[src/rtl/alu_pkg.sv]
// alu_pkg
//   Shared types and helpers for the ALU multiply path.
//   - mult_state_e : sequencer states IDLE -> CLEAR -> RUN -> DONE
//   - DEF_WIDTH / DEF_MULT_LATENCY : default operand width and core latency
//   - neg2c()      : two's-complement negation truncated to a given width
package alu_pkg;

    localparam int          DEF_WIDTH        = 32;
    localparam int          DEF_MULT_LATENCY = 33;
    // Working width of neg2c(); callers cast in and out of this width.
    localparam int unsigned NEG2C_W          = 128;

    typedef enum logic [1:0] {
        IDLE,
        CLEAR,
        RUN,
        DONE
    } mult_state_e;

    // Negates 'value' and keeps only the low 'width' bits, so the result
    // is the two's-complement negation of a width-bit quantity.
    function automatic logic [NEG2C_W-1:0] neg2c(input logic [NEG2C_W-1:0] value,
                                                 input int unsigned        width);
        logic [NEG2C_W-1:0] mask;
        if (width >= NEG2C_W) begin
            mask = '1;
        end else begin
            mask = (NEG2C_W'(1) << width) - NEG2C_W'(1);
        end
        return (~value + NEG2C_W'(1)) & mask;
    endfunction

endpackage

[src/rtl/mult_seq_ctrl.sv]
// mult_seq_ctrl
//   Issue/capture sequencer around an external shift-add multiplier core.
//   Accepts one operand pair per in_valid/in_ready handshake, loads it into
//   the core while holding the core in clear for one cycle, counts the core
//   latency, captures the product and presents it on out_valid/out_ready
//   until consumed. Only one product is in flight at a time.
//
//   Ports
//     clk, rst             clock, asynchronous active-high reset
//     in_valid/in_ready    upstream operand handshake
//     in_a, in_b           operands (WIDTH bits)
//     in_signed            two's-complement operands (signed build only)
//     mult_a, mult_b       operands to the core, stable through the run
//     mult_clr             core reset, high clears the core
//     mult_result          product from the core (2*WIDTH bits)
//     out_valid/out_ready  downstream product handshake
//     out_result           captured product
//     out_zero             out_result == 0, meaningful while out_valid
//
//   Build option
//     SIGNED_MULT_EN : when defined, in_signed=1 makes the block multiply
//                      magnitudes and negate the captured product when the
//                      operand signs differ. Undefined: unsigned only.
module mult_seq_ctrl
    import alu_pkg::*;
#(
    parameter int WIDTH        = DEF_WIDTH,
    parameter int MULT_LATENCY = DEF_MULT_LATENCY,
    parameter int CNT_W        = 6
) (
    input  logic                 clk,
    input  logic                 rst,
    input  logic                 in_valid,
    output logic                 in_ready,
    input  logic [WIDTH-1:0]     in_a,
    input  logic [WIDTH-1:0]     in_b,
    input  logic                 in_signed,
    output logic [WIDTH-1:0]     mult_a,
    output logic [WIDTH-1:0]     mult_b,
    output logic                 mult_clr,
    input  logic [2*WIDTH-1:0]   mult_result,
    output logic                 out_valid,
    input  logic                 out_ready,
    output logic [2*WIDTH-1:0]   out_result,
    output logic                 out_zero
);

    mult_state_e         state_q;
    logic [CNT_W-1:0]    cnt_q;
    logic [WIDTH-1:0]    mult_a_q;
    logic [WIDTH-1:0]    mult_b_q;
    logic                mult_clr_q;
    logic                in_ready_q;
    logic                out_valid_q;
    logic [2*WIDTH-1:0]  out_result_q;
    logic                out_zero_q;

    logic [WIDTH-1:0]    op_a_d;
    logic [WIDTH-1:0]    op_b_d;
    logic [2*WIDTH-1:0]  prod_d;

`ifdef SIGNED_MULT_EN
    logic neg_d;
    logic neg_q;

    // The core is unsigned: feed it magnitudes and remember whether the
    // true product is negative so the capture can restore the sign.
    always_comb begin
        op_a_d = in_a;
        op_b_d = in_b;
        neg_d  = 1'b0;
        if (in_signed) begin
            if (in_a[WIDTH-1]) begin
                op_a_d = WIDTH'(neg2c(NEG2C_W'(in_a), WIDTH));
            end
            if (in_b[WIDTH-1]) begin
                op_b_d = WIDTH'(neg2c(NEG2C_W'(in_b), WIDTH));
            end
            neg_d = in_a[WIDTH-1] ^ in_b[WIDTH-1];
        end
        prod_d = neg_q ? (2*WIDTH)'(neg2c(NEG2C_W'(mult_result), 2*WIDTH))
                       : mult_result;
    end
`else
    logic unused_in_signed;
    assign unused_in_signed = in_signed;

    // Unsigned build: operands and product pass straight through.
    always_comb begin
        op_a_d = in_a;
        op_b_d = in_b;
        prod_d = mult_result;
    end
`endif

    // Sequencer. Every output is a register so the core and downstream
    // logic never see combinational glitches from the handshake inputs.
    // RUN lasts MULT_LATENCY cycles (counter MULT_LATENCY-1 down to 0) and
    // the product is captured on the last of them.
    always_ff @(posedge clk or posedge rst) begin
        if (rst) begin
            state_q      <= IDLE;
            cnt_q        <= '0;
            mult_a_q     <= '0;
            mult_b_q     <= '0;
            mult_clr_q   <= 1'b1;
            in_ready_q   <= 1'b0;
            out_valid_q  <= 1'b0;
            out_result_q <= '0;
            out_zero_q   <= 1'b0;
`ifdef SIGNED_MULT_EN
            neg_q        <= 1'b0;
`endif
        end else begin
            case (state_q)
                IDLE: begin
                    mult_clr_q <= 1'b1;
                    if (in_valid && in_ready_q) begin
                        mult_a_q   <= op_a_d;
                        mult_b_q   <= op_b_d;
`ifdef SIGNED_MULT_EN
                        neg_q      <= neg_d;
`endif
                        in_ready_q <= 1'b0;
                        state_q    <= CLEAR;
                    end else begin
                        in_ready_q <= 1'b1;
                    end
                end
                CLEAR: begin
                    cnt_q      <= CNT_W'(MULT_LATENCY - 1);
                    mult_clr_q <= 1'b0;
                    state_q    <= RUN;
                end
                RUN: begin
                    if (cnt_q == '0) begin
                        out_result_q <= prod_d;
                        out_zero_q   <= (prod_d == '0);
                        out_valid_q  <= 1'b1;
                        state_q      <= DONE;
                    end else begin
                        cnt_q <= cnt_q - CNT_W'(1);
                    end
                end
                DONE: begin
                    // in_ready rises only once back in IDLE, so a pair held
                    // on in_valid is taken on the IDLE cycle, never here.
                    if (out_ready) begin
                        out_valid_q <= 1'b0;
                        mult_clr_q  <= 1'b1;
                        in_ready_q  <= 1'b1;
                        state_q     <= IDLE;
                    end
                end
                default: begin
                    state_q <= IDLE;
                end
            endcase
        end
    end

    assign in_ready   = in_ready_q;
    assign mult_a     = mult_a_q;
    assign mult_b     = mult_b_q;
    assign mult_clr   = mult_clr_q;
    assign out_valid  = out_valid_q;
    assign out_result = out_result_q;
    assign out_zero   = out_zero_q;

endmodule

[config.mk]
export PLATFORM = sky130hd
export DESIGN_NAME = mult_seq_ctrl
export DESIGN_NICKNAME = d
export VERILOG_FILES = /design/src/rtl/alu_pkg.sv /design/src/rtl/mult_seq_ctrl.sv
export SDC_FILE = /design/constraint.sdc
export NUM_CORES = 1
export LEC_CHECK = 0
export CORE_ASPECT_RATIO = 1.2
export CORE_UTILIZATION = 37
export CTS_BUF_LIST = sky130_fd_sc_hd__clkbuf_16
export DETAILED_ROUTE_END_ITERATION = 8
export GPL_TIMING_DRIVEN = 0
export PLACE_DENSITY_LB_ADDON = 0.3
export SYNTH_ARGS = -nofsm -noshare
export SYNTH_HDL_FRONTEND = slang
export SYNTH_SLANG_ARGS = --single-unit
[constraint.sdc]
create_clock -name clk -period 4.6 [get_ports clk]
set_input_delay 0.92 -clock clk [delete_from_list [all_inputs] [get_ports clk]]
set_output_delay 0.92 -clock clk [all_outputs]
set_load 0.05 [all_outputs]
Figure 1. Congestion heat map (run 1).
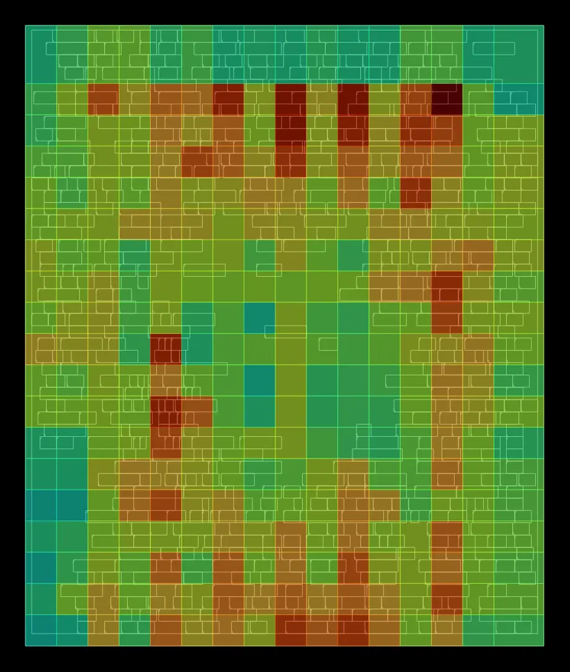
Global Route met3 Usage: 0.0593
met2 GRT Util: 0.346
final core area utilization: 0.619
GRT busiest layer: met2
grt met1 use: 0.197

Figure 2. The metal 2 layer (run 1).
The bar under the picture is 20 um long.
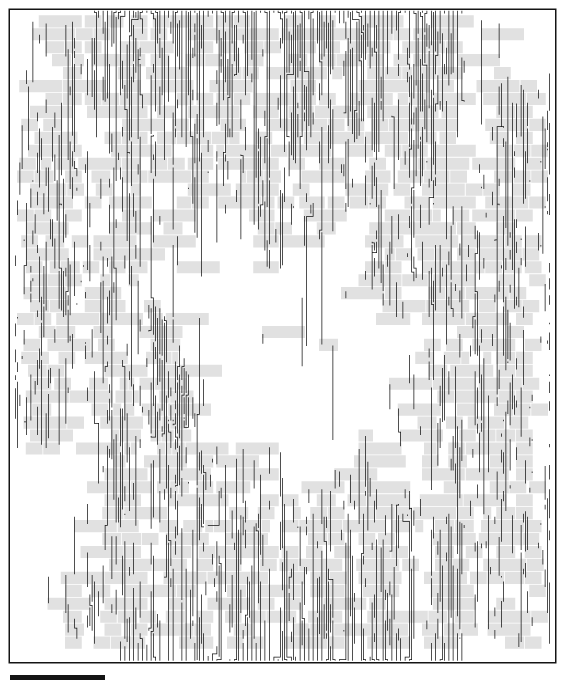
The layer holds 54% of the routed length. The longest straight run is 56.3 um. The wires run mostly vertical. The layer carries 8,020 um of wire. 742 nets have wire on it.

==> Table 3: Implementation characteristics, run 1 <==
Summary of implementation characteristics

Parameter                              Value

Status
  Run status    complete, no violations

Finish
  Non-clock inverter instance count of the final layout    6
  FF+latch area    0.00350 mm^2
  Cell class ranked first by area    registers
  Final std cells w/o fill    858
  Register fraction of the total cell area    0.380
  Fraction of final layout cells with drive strength greater than 1    0.275
  Logic area    0.00200 mm^2
  Number of inserted diodes    0
  Fraction of area in multi-input gates    0.217
  Final-layout clock buffer total    17
  Count of multi-input gates    196
  Number of nets in the finished design    ~800
  Number of sequential storage elements    140
  Non-Clock Buffer Area Fraction    0.302
  Filler Cell Count    1,161
  Final-layout clock-cell area share    0.0699

Synthesis
  Post-synth mux share    0.282
  Most common reg cell    dfrtp_1
  Average cell area after synthesis    15.8 um^2
  Post-synth top area share    0.619
  Sequential-to-total area share from yosys stat    0.623
  Yosys Instances    356
  Post-synth area hogs    dfrtp_1 62%, mux2_2 20%, mux2_4 7.2%, nor4_1 1.9%, ha_1 1.3%
  Async S/R FF share, synth    1.00
  Synth warn    0
  Dominant combinational cell family by area after synthesis    multiplexers
  Cell count after synthesis    356
  Fraction of synthesized cell area in xor and xnor cells    0.00156
  Number of nets in the synthesized netlist    495
  Total of flip-flops plus latches after synthesis    between 100 and 150
  Simple-Gate Area Share    0.0423
  Syn Std Cell Area    0.00562 mm^2
  Fraction of the mapped netlist area in compound gates    0.0169
  Number of synthesized flops with an enable pin    0
  Top cells by instance count after synthesis    139 x dfrtp_1, 102 x mux2_2, 27 x mux2_4
  Netlist cell types    30
  Post-synthesis cell type with the largest combined area    dfrtp_1

STA
  Worst slew margin relative to its limit    0.619
  Worst slew pin tran    0.571 ns
  Count of final max-slew check failures    0
  Post-Route Skew    0.00700 ns
  Number of endpoints failing setup at the final stage    0
  Timing-limited maximum frequency    approximately 0.37 GHz
  Final setup TNS    0 ns
  Smallest hold slack    between 0.4 and 0.5 ns
  Clock period minus final worst setup slack    2.67 ns
  Number of hold violations in the final report    0
  RSZ-0062 raised after global routing    no

Clocking
  CTS tree    done
  Hold buffers post-CTS    0
  Clock tree root driver cell    clkbuf_16
  Post-CTS resize count    0
  Clock slew at the register clock pins of the worst setup and hold paths    0.06 ns
  Number of clock sinks    140
  Total clock buffers created by CTS    17
  Setup repair bufs after CTS    0
  Number of buffers on the longest clock path    2
  Insertion delay at the late pin of the worst-skew pair    ~0.4 ns

Hold path
  Tightest Hold Check Type    flip-flop to flip-flop

Placed design
  Post-Place Cells    826
  Post-Place Worst Slack    1.88 ns
  Placed wire-length estimate    11.4 mm
  Placed standard-cell area    0.00857 mm^2
  Count of input and output buffers    263
  Gp weighted congestion    0.784

Die
  Top Ports    265
  Die area    around 0.016 mm^2
  Die Height    roughly 140 um
  Starting utilization of the core area    0.377
  Tap cell count    204
  Standard-cell row count    49
  Core region area    0.0149 mm^2
  Die X-Extent    115 um

Critical path
  Critical path required time    3.68 ns
  Reg2Reg Setup Slack    2.71 ns
  Type of element launching the critical path    flip-flop
  CP peak stage delay    0.81 ns
  Top fanout value on the critical path    2
  Nature of the critical path endpoint    primary output
  Crit path buffers/inverters    1
  Worst path arrival time    1.75 ns
  Cell type of the slowest stage on the worst timing path    clkdlybuf4s50_1
  Start-to-end type of the worst setup path    flip-flop to primary output
  List of cells traversed by the critical path    clkdlybuf4s50_1

Power
  Static leakage    3.92 nW
  Combinational group power    4.58 mW
  Total clock network power    1.48 mW
  Portion of total power attributed to combinational logic    0.554
  Switching power as a share of total power    0.447
  Switching component of the power    approximately 3.7 mW
  PwrDens    between 800 and 900 mW/mm^2
  Share of total power in sequential cells    0.266
  Biggest power consumer among the groups    combinational logic
  Maximum vdd drop    417 uV
  Overall power of the completed layout    between 8 and 9 mW
  Clk pwr share    0.180
  Design internal power    around 4.6 mW

Global route
  Total congestion overflow    0
  Vias in the first global route    4,425
  Global Route Usage Sum    0.190
  Largest net degree at the start of global routing    44

Detailed routing
  Number of vias per cell after detailed routing    4.73
  Number of nets still failing antenna checks after routing    0
  Average wire length per cell after detail routing    17.2 um
  DRC violation count after routing    0
  Iteration count of the initial detailed-routing pass    4

Flow run
  Max-cap viol count    0
  Number of warnings in the stage logs    31
Figure 3. Met1 routing (run 1).
The bar under the picture is 20 um long. Supply wires on this layer in gray.
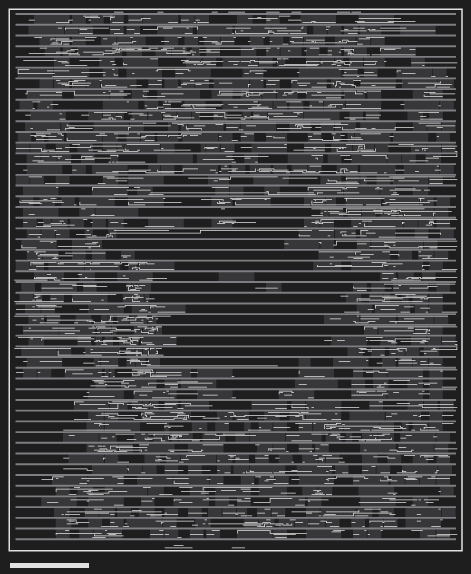
The layer carries 5,360 um of wire. The longest straight run is 42.8 um. The layer holds 36% of the routed length. The wires run mostly horizontal. 682 nets have wire on it.
via count: 4,059
WL final: 14.8 mm

Figure 4. Drive-strength map (run 1).
The bar under the picture is 20 um long.
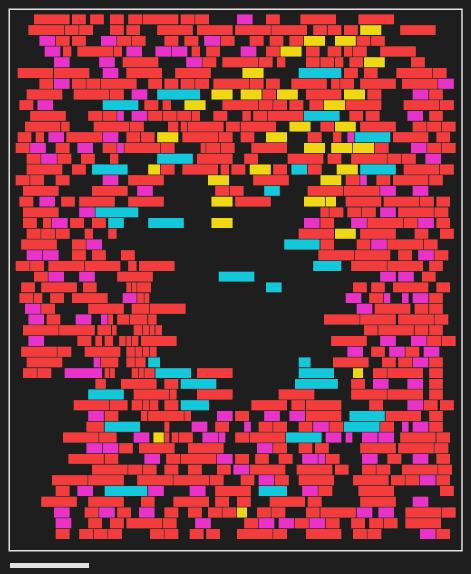
Cyan shows drive 6 and up, cells 31. Red shows drive 1 or less, cells 474. Magenta shows drive 2, cells 117. Yellow shows drive 3 to 4, cells 32.
final instance area: 0.00922 mm^2
layout overhead on the synthesized area: 64.0%
bufs w/o clock: 280
post-layout worst setup margin: 1.93 ns

-- run 1: state kept, by name, indices dropped and copies added (netlist names) --
signal / cells
mult_clr: 1
cnt_q: 6
out_result: 64
mult_a: 32
out_zero: 1
mult_b: 32
state_q: 2
in_ready: 1
out_valid: 1
-- run 1: cells by family (layout without fill, tap and decap cells) --
kind of cell,count (synthesis),after routing
buf+inv,20,318
mux,132,132
simple gates,41,41
fa+ha+maj,6,6
xor+xnor,1,1
compound gates,16,16
flops,140,140
-- run 1: per-layer routing --
layer	GRT usage	share of wire	vias up
met3	0.0593	0.061	35
met2	0.346	0.54	168
met5	0	0	-
li1	-	-	1865
met4	0.0938	0.032	0
met1	0.197	0.36	1991
-- run 1: path summary, 6_finish.rpt --
kind	start	to	depth (start not counted)
max in group asynchronous	rst	out_result[32]$_DFFE_PP0P_	4
min in group asynchronous	rst	mult_b[6]$_DFFE_PP0P_	2
min	out_zero$_DFFE_PP0P_	out_zero$_DFFE_PP0P_	2
max reg2reg	cnt_q[0]$_DFFE_PP0P_	out_result[26]$_DFFE_PP0P_	7
min reg2reg	out_zero$_DFFE_PP0P_	out_zero$_DFFE_PP0P_	2
max	mult_clr$_DFFE_PP1P_	mult_clr	1
-- run 1: placed cells by master (no fill, tap or decap), types with 2 or more instances in the layout --
cell               n
buf_12             3
buf_2              9
buf_6              4
bufinv_16          5
clkbuf_16         17
clkdlybuf4s50_1  263
clkinv_2           4
clkinvlp_4         4
dfrtp_1          139
ha_1               6
inv_1              5
inv_6              2
mux2_2           102
mux2_4            27
mux2i_1            3
nand2_1            5
nand3_1            4
nand4_1            5
nor2_1             2
nor2b_1            3
nor4_1            17
o21ai_0            8
o21ai_1            2
==> run 2: changes to the inputs <==
Clock period 4.6 ns to 2.2 ns, I/O delays scaled along.
Figure 5. Met1 routing (run 2).
The bar under the picture is 20 um long. Supply wires on this layer in gray.
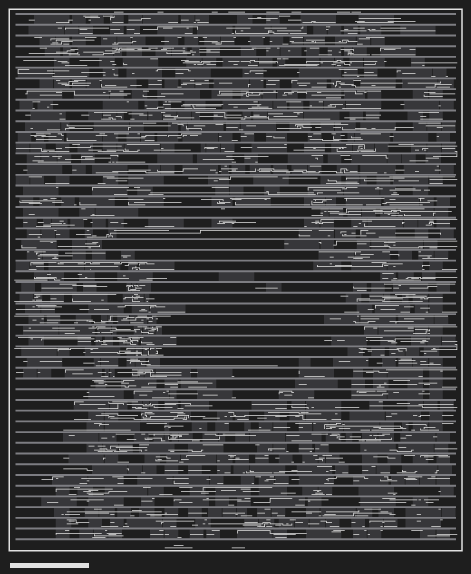
The layer carries 5,360 um of wire. The longest straight run is 42.8 um. 682 nets have wire on it.
WL final: 14.8 mm

==> Table 3: Implementation characteristics, run 2 <==
Summary of implementation characteristics

Parameter                              Value

Detailed routing
  Number of nets still failing antenna checks after routing    0 (unchanged)
  Via count    4,059 (unchanged)
  Number of vias per cell after detailed routing    4.73 (unchanged)
  DRC violation count after routing    0 (unchanged)
  Iteration count of the initial detailed-routing pass    4 (unchanged)

Die
  Die Height    137 um (unchanged)
  Starting utilization of the core area    0.377 (unchanged)
  Standard-cell row count    49 (unchanged)
  Top Ports    265 (unchanged)
  Core region area    0.0149 mm^2 (unchanged)

Clocking
  Insertion delay at the late pin of the worst-skew pair    0.41 ns (about the same)
  Setup repair bufs after CTS    0 (unchanged)
  Number of clock sinks    140 (unchanged)
  Total clock buffers created by CTS    17 (unchanged)
  Clock tree root driver cell    clkbuf_16 (unchanged)
  CTS tree    done (unchanged)
  Number of buffers on the longest clock path    2 (unchanged)

Power
  Maximum vdd drop    872 uV (was 417 uV)
  Static leakage    3.92 nW (about the same)
  Overall power of the completed layout    17.3 mW (was 8.27 mW)

Synthesis
  Yosys Instances    356 (unchanged)
  Average cell area after synthesis    15.8 um^2 (unchanged)
  Synth warn    0 (unchanged)
  Syn Std Cell Area    0.00562 mm^2 (unchanged)
  Post-synthesis cell type with the largest combined area    dfrtp_1 (unchanged)
  Simple-Gate Area Share    0.0423 (unchanged)
  Top cells by instance count after synthesis    139 x dfrtp_1, 102 x mux2_2, 27 x mux2_4 (unchanged)
  Async S/R FF share, synth    1.00 (unchanged)
  Netlist cell types    30 (unchanged)
  Post-synth top area share    0.619 (unchanged)
  Number of nets in the synthesized netlist    495 (unchanged)
  Number of synthesized flops with an enable pin    0 (unchanged)
  Fraction of the mapped netlist area in compound gates    0.0169 (unchanged)
  Sequential-to-total area share from yosys stat    0.623 (unchanged)

STA
  Count of final max-slew check failures    0 (unchanged)
  Number of hold violations in the final report    0 (unchanged)
  Timing-limited maximum frequency    0.479 GHz
  Clock period minus final worst setup slack    ~2.1 ns
  Post-Route Skew    0.00700 ns (unchanged)
  Worst slew margin relative to its limit    0.619 (unchanged)

Global route
  Total congestion overflow    0 (unchanged)
  Largest net degree at the start of global routing    44 (unchanged)
  Global Route Usage Sum    0.190 (unchanged)
  Met2 GRT Util    0.346 (unchanged)
  Vias in the first global route    4,425 (unchanged)
  GRT busiest layer    met2 (unchanged)

Critical path
  Reg-to-reg critical path startpoint    cnt_q[0]$_DFFE_PP0P_ (unchanged)
  List of cells traversed by the critical path    clkdlybuf4s50_1 (unchanged)
  Start-to-end type of the worst setup path    flip-flop to primary output (unchanged)
  Cell type of the slowest stage on the worst timing path    clkdlybuf4s50_1 (unchanged)
  Top fanout value on the critical path    5 (was 2)
  Reg2Reg Setup Slack    0.31 ns (was 2.71 ns)
  Critical Path Sink    in_ready (was mult_clr)
  Critical path required time    1.76 ns (was 3.68 ns)
  Crit path buffers/inverters    1 (unchanged)
  Reg-to-reg critical path endpoint    out_result[26]$_DFFE_PP0P_ (unchanged)
  Type of element launching the critical path    flip-flop (unchanged)
  Worst setup path startpoint    in_ready$_DFFE_PP0P_ (was mult_clr$_DFFE_PP1P_)
  Worst path arrival time    1.65 ns (was 1.75 ns)
  Nature of the critical path endpoint    primary output (unchanged)
  Cell depth of the worst flop-to-flop path    7 (unchanged)

Finish
  Number of nets in the finished design    780 (unchanged)
  Fraction of final layout cells with drive strength greater than 1    0.275 (unchanged)
  Number of flip-flops under the largest register name    64 (unchanged)

Placed design
  Count of input and output buffers    263 (unchanged)
  Placed wire-length estimate    11.4 mm (unchanged)
  Gp weighted congestion    0.784 (unchanged)
  Placed standard-cell area    0.00857 mm^2 (unchanged)

Status
  Run status    complete, no violations (unchanged)

Flow run
  Max-cap viol count    0 (unchanged)
  Number of warnings in the stage logs    31 (unchanged)
## run 2: layout make-up
class	count	area, um^2	share of cell area
well taps	204	255	0.0277
clock inverters	15	219	0.0238
multi-input cells	196	2000	0.217
repair buffers	266	2690	0.292
inverters	6	26.3	0.00285
plain buffers	14	93.8	0.0102
clock buffers	17	425	0.0462
flip-flops and latches	140	3500	0.380
## run 2: kinds of logic (layout without fill, tap and decap cells)
family,count (synthesis),count (layout)
AND-OR/OR-AND,16,16
XOR/XNOR,1,1
adder cells (fa/ha/maj),6,6
buffers and inverters,20,318
flip-flops,140,140
multiplexers,132,132
AND/OR/NAND/NOR,41,41
## run 2: stage by stage
stage          utilization  instances  setup TNS (ns)  hold WS (ns)
2_1_floorplan            -        356               0         0.460
3_3_place_gp         0.571        823         -163.54         0.467
3_5_place_dp         0.575        826         -0.0409         0.489
4_1_cts              0.619        858               0         0.435
5_1_grt              0.619        858               0         0.466
6_report             0.619        858               0         0.429
## run 2: power by group
part / total [mW] / leakage (nW) / internal (mW) / switching, mW
sequential: 4.60 / 1.65 / 3.90 / 0.701
combinational: 9.57 / 1.96 / 3.65 / 5.93
clock: 3.10 / 0.309 / 2.01 / 1.09
## run 2: routing by layer
layer  wire length (um)  share of wire  up-vias
li1                   -              -     1865
met1               5360           0.36     1991
met2               8020           0.54      168
met3                903          0.061       35
met4                478          0.032        0
met5                  0              0        -
## run 2: timing repair
item	CTS	global route
resized	1	0
hold endpoints to repair	0	0
endpoints found under the setup margin	1	0
hold buffers	0	0
Figure 6. Congestion heat map (run 2).
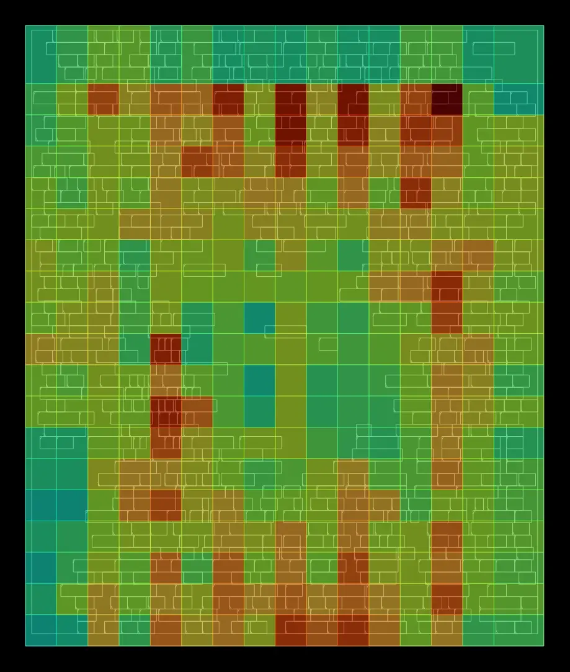

==> run 3: changes to the inputs <==
Settings changed: CELL_PAD_IN_SITES_DETAIL_PLACEMENT set to 0, CELL_PAD_IN_SITES_GLOBAL_PLACEMENT set to 1, CORE_UTILIZATION 37 to 29.
Figure 7. Congestion heat map (run 3).
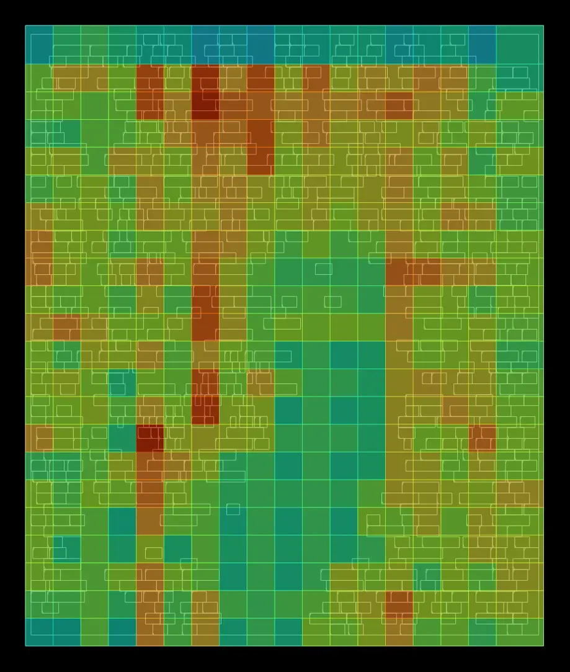
Global Route met3 Usage: 0.0623
grt met1 use: 0.173
final core area utilization: 0.490
Global Route Usage Sum: 0.158
met2 GRT Util: 0.269

==> Table 3: Implementation characteristics, run 3 <==
Summary of implementation characteristics

Parameter                              Value

Clocking
  Number of clock sinks    140 (unchanged)
  CTS tree    done (unchanged)
  Setup repair bufs after CTS    0 (unchanged)
  Insertion delay at the late pin of the worst-skew pair    0.42 ns (was 0.41 ns)
  Clock tree root driver cell    clkbuf_16 (unchanged)
  Clock slew at the register clock pins of the worst setup and hold paths    0.06 ns (about the same)
  Number of buffers on the longest clock path    2 (unchanged)

Placed design
  Post-Place Cells    878 (was 826)
  Placed wire-length estimate    11.8 mm (was 11.4 mm)
  Gp weighted congestion    0.722 (was 0.784)
  Count of input and output buffers    263 (unchanged)
  Placed standard-cell area    0.00864 mm^2 (was 0.00857 mm^2)

Synthesis
  Syn Std Cell Area    0.00562 mm^2 (unchanged)
  Post-synthesis cell type with the largest combined area    dfrtp_1 (unchanged)
  Most common reg cell    dfrtp_1 (unchanged)
  Number of nets in the synthesized netlist    495 (unchanged)
  Total of flip-flops plus latches after synthesis    140 (unchanged)
  Dominant combinational cell family by area after synthesis    multiplexers (unchanged)
  Post-synth mux share    0.282 (unchanged)
  Post-synth area hogs    dfrtp_1 62%, mux2_2 20%, mux2_4 7.2%, nor4_1 1.9%, ha_1 1.3% (unchanged)
  Top cells by instance count after synthesis    139 x dfrtp_1, 102 x mux2_2, 27 x mux2_4 (unchanged)
  Fraction of the mapped netlist area in compound gates    0.0169 (unchanged)
  Synth warn    0 (unchanged)
  Simple-Gate Area Share    0.0423 (unchanged)
  Cell count after synthesis    356 (unchanged)
  Average cell area after synthesis    15.8 um^2 (unchanged)
  Sequential-to-total area share from yosys stat    0.623 (unchanged)
  Async S/R FF share, synth    1.00 (unchanged)
  Fraction of synthesized cell area in xor and xnor cells    0.00156 (unchanged)
  Yosys Instances    356 (unchanged)

Detailed routing
  Via count    4,024 (was 4,059)
  DRC violation count after routing    0 (unchanged)
  WL final    15.1 mm (was 14.8 mm)
  Iteration count of the initial detailed-routing pass    4 (unchanged)

Die
  Top Ports    265 (unchanged)
  Die Height    155 um (was 137 um)
  Standard-cell row count    55 (was 49)
  Die X-Extent    129 um (was 115 um)
  Die area    0.0199 mm^2 (was 0.0157 mm^2)
  Starting utilization of the core area    0.297 (was 0.377)
  Core region area    0.0189 mm^2 (was 0.0149 mm^2)

STA
  Number of hold violations in the final report    0 (unchanged)
  Worst slew margin relative to its limit    0.505 (was 0.619)
  Timing-limited maximum frequency    0.473 GHz (was 0.479 GHz)
  Number of endpoints failing setup at the final stage    0 (unchanged)
  Count of final max-slew check failures    0 (unchanged)
  RSZ-0062 raised after global routing    no (unchanged)
  Post-Route Skew    0.00866 ns (was 0.00700 ns)
  Clock period minus final worst setup slack    2.11 ns (was 2.09 ns)

Critical path
  Crit path buffers/inverters    1 (unchanged)
  Delay-heaviest family, CP    buffers and inverters (unchanged)
  Reg-to-reg critical path startpoint    cnt_q[0]$_DFFE_PP0P_ (unchanged)
  Top fanout value on the critical path    5 (unchanged)
  Nature of the critical path endpoint    primary output (unchanged)
  Type of element launching the critical path    flip-flop (unchanged)
  Reg-to-reg critical path endpoint    out_result[46]$_DFFE_PP0P_ (was out_result[26]$_DFFE_PP0P_)
  Reg2Reg Setup Slack    0.30 ns (was 0.31 ns)
  Cell type of the slowest stage on the worst timing path    clkdlybuf4s50_1 (unchanged)
  Start-to-end type of the worst setup path    flip-flop to primary output (unchanged)
  Worst path arrival time    1.67 ns (was 1.65 ns)
  List of cells traversed by the critical path    clkdlybuf4s50_1 (unchanged)
  Critical path required time    1.76 ns (about the same)

Hold path
  Hold_sp    out_zero$_DFFE_PP0P_
  Number of cells on the worst hold path    2
  Tightest Hold Check Type    flip-flop to flip-flop (was input port to async pin)

Finish
  Number of nets in the finished design    780 (unchanged)
  Top logic cell by instance count in the layout    clkdlybuf4s50_1 (unchanged)
  Number of inserted diodes    0 (unchanged)
  Final std cells w/o fill    910 (was 858)
  Final instance area    0.00927 mm^2 (was 0.00922 mm^2)
  Fraction of final layout cells with drive strength greater than 1    0.274 (was 0.275)
  Most frequent cells in the layout    262 x clkdlybuf4s50_1, 139 x dfrtp_1, 102 x mux2_2 (unchanged)
  Layout overhead on the synthesized area    65.0% (was 63.9%)
  Number of flip-flops under the largest register name    64 (unchanged)

Flow run
  Max-cap viol count    0 (unchanged)

Global route
  Largest net degree at the start of global routing    42 (was 44)
  Vias in the first global route    4,415 (was 4,425)
  Total congestion overflow    0 (unchanged)

Power
  Maximum vdd drop    960 uV (was 872 uV)
  Static leakage    3.92 nW (about the same)

Status
  Run status    complete, no violations (unchanged)
-- run 3: through the flow --
step | util | setup slack [ns] | setup TNS (ns) | hold WS (ns) | power [mW]
after floorplan | - | 0.0117 | 0 | 0.460 | 10.9
after global placement | 0.453 | -1.25 | -173.03 | 0.477 | 14.1
after detailed placement | 0.456 | -0.138 | -0.138 | 0.482 | 14.3
after CTS | 0.490 | 0.0682 | 0 | 0.497 | 17.5
after global routing | 0.490 | 0.0328 | 0 | 0.512 | 18.1
final | 0.490 | 0.0863 | 0 | 0.491 | 17.2
-- run 3: routing by layer --
layer | track usage | up-vias | routed length (um)
met3 | 0.0623 | 17 | 1380
met5 | 0 | - | 0
met2 | 0.269 | 178 | 7550
met1 | 0.173 | 1966 | 5920
met4 | 0.0639 | 0 | 240
li1 | - | 1863 | -
-- run 3: worst max-delay path by stage --
stage	from	end	depth (start not counted)
after detailed placement	mult_result[48]	out_zero$_DFFE_PP0P_	5
after global placement	rst	mult_a[26]$_DFFE_PP0P_	2
after global routing	in_ready$_DFFE_PP0P_	in_ready	1
after floorplan	rst	cnt_q[0]$_DFFE_PP0P_	1
final	in_ready$_DFFE_PP0P_	in_ready	1
after CTS	in_ready$_DFFE_PP0P_	in_ready	1
-- run 3: area by class of cell --
cell class              instances  area, um^2
fillers                      1683        9650
multi-input cells             196        2000
flip-flops and latches        140        3500
clock buffers                  17         425
clock inverters                15         211
inverters                       6        26.3
well taps                     256         320
plain buffers                  14        93.8
repair buffers                266        2690
-- run 3: power breakdown --
group / internal, mW / switching [mW]
Combinational: 3.64 / 5.91
Clock: 1.92 / 1.17
Sequential: 3.90 / 0.707
-- run 3: repair_timing --
| action | in CTS | in global routing |
|---|---|---|
| endpoints found under the setup margin | 1 | 0 |
| resized | 1 | 0 |
| hold buffers | 0 | 0 |
Power figures rest on the tool's default switching activity, not on a simulated workload.
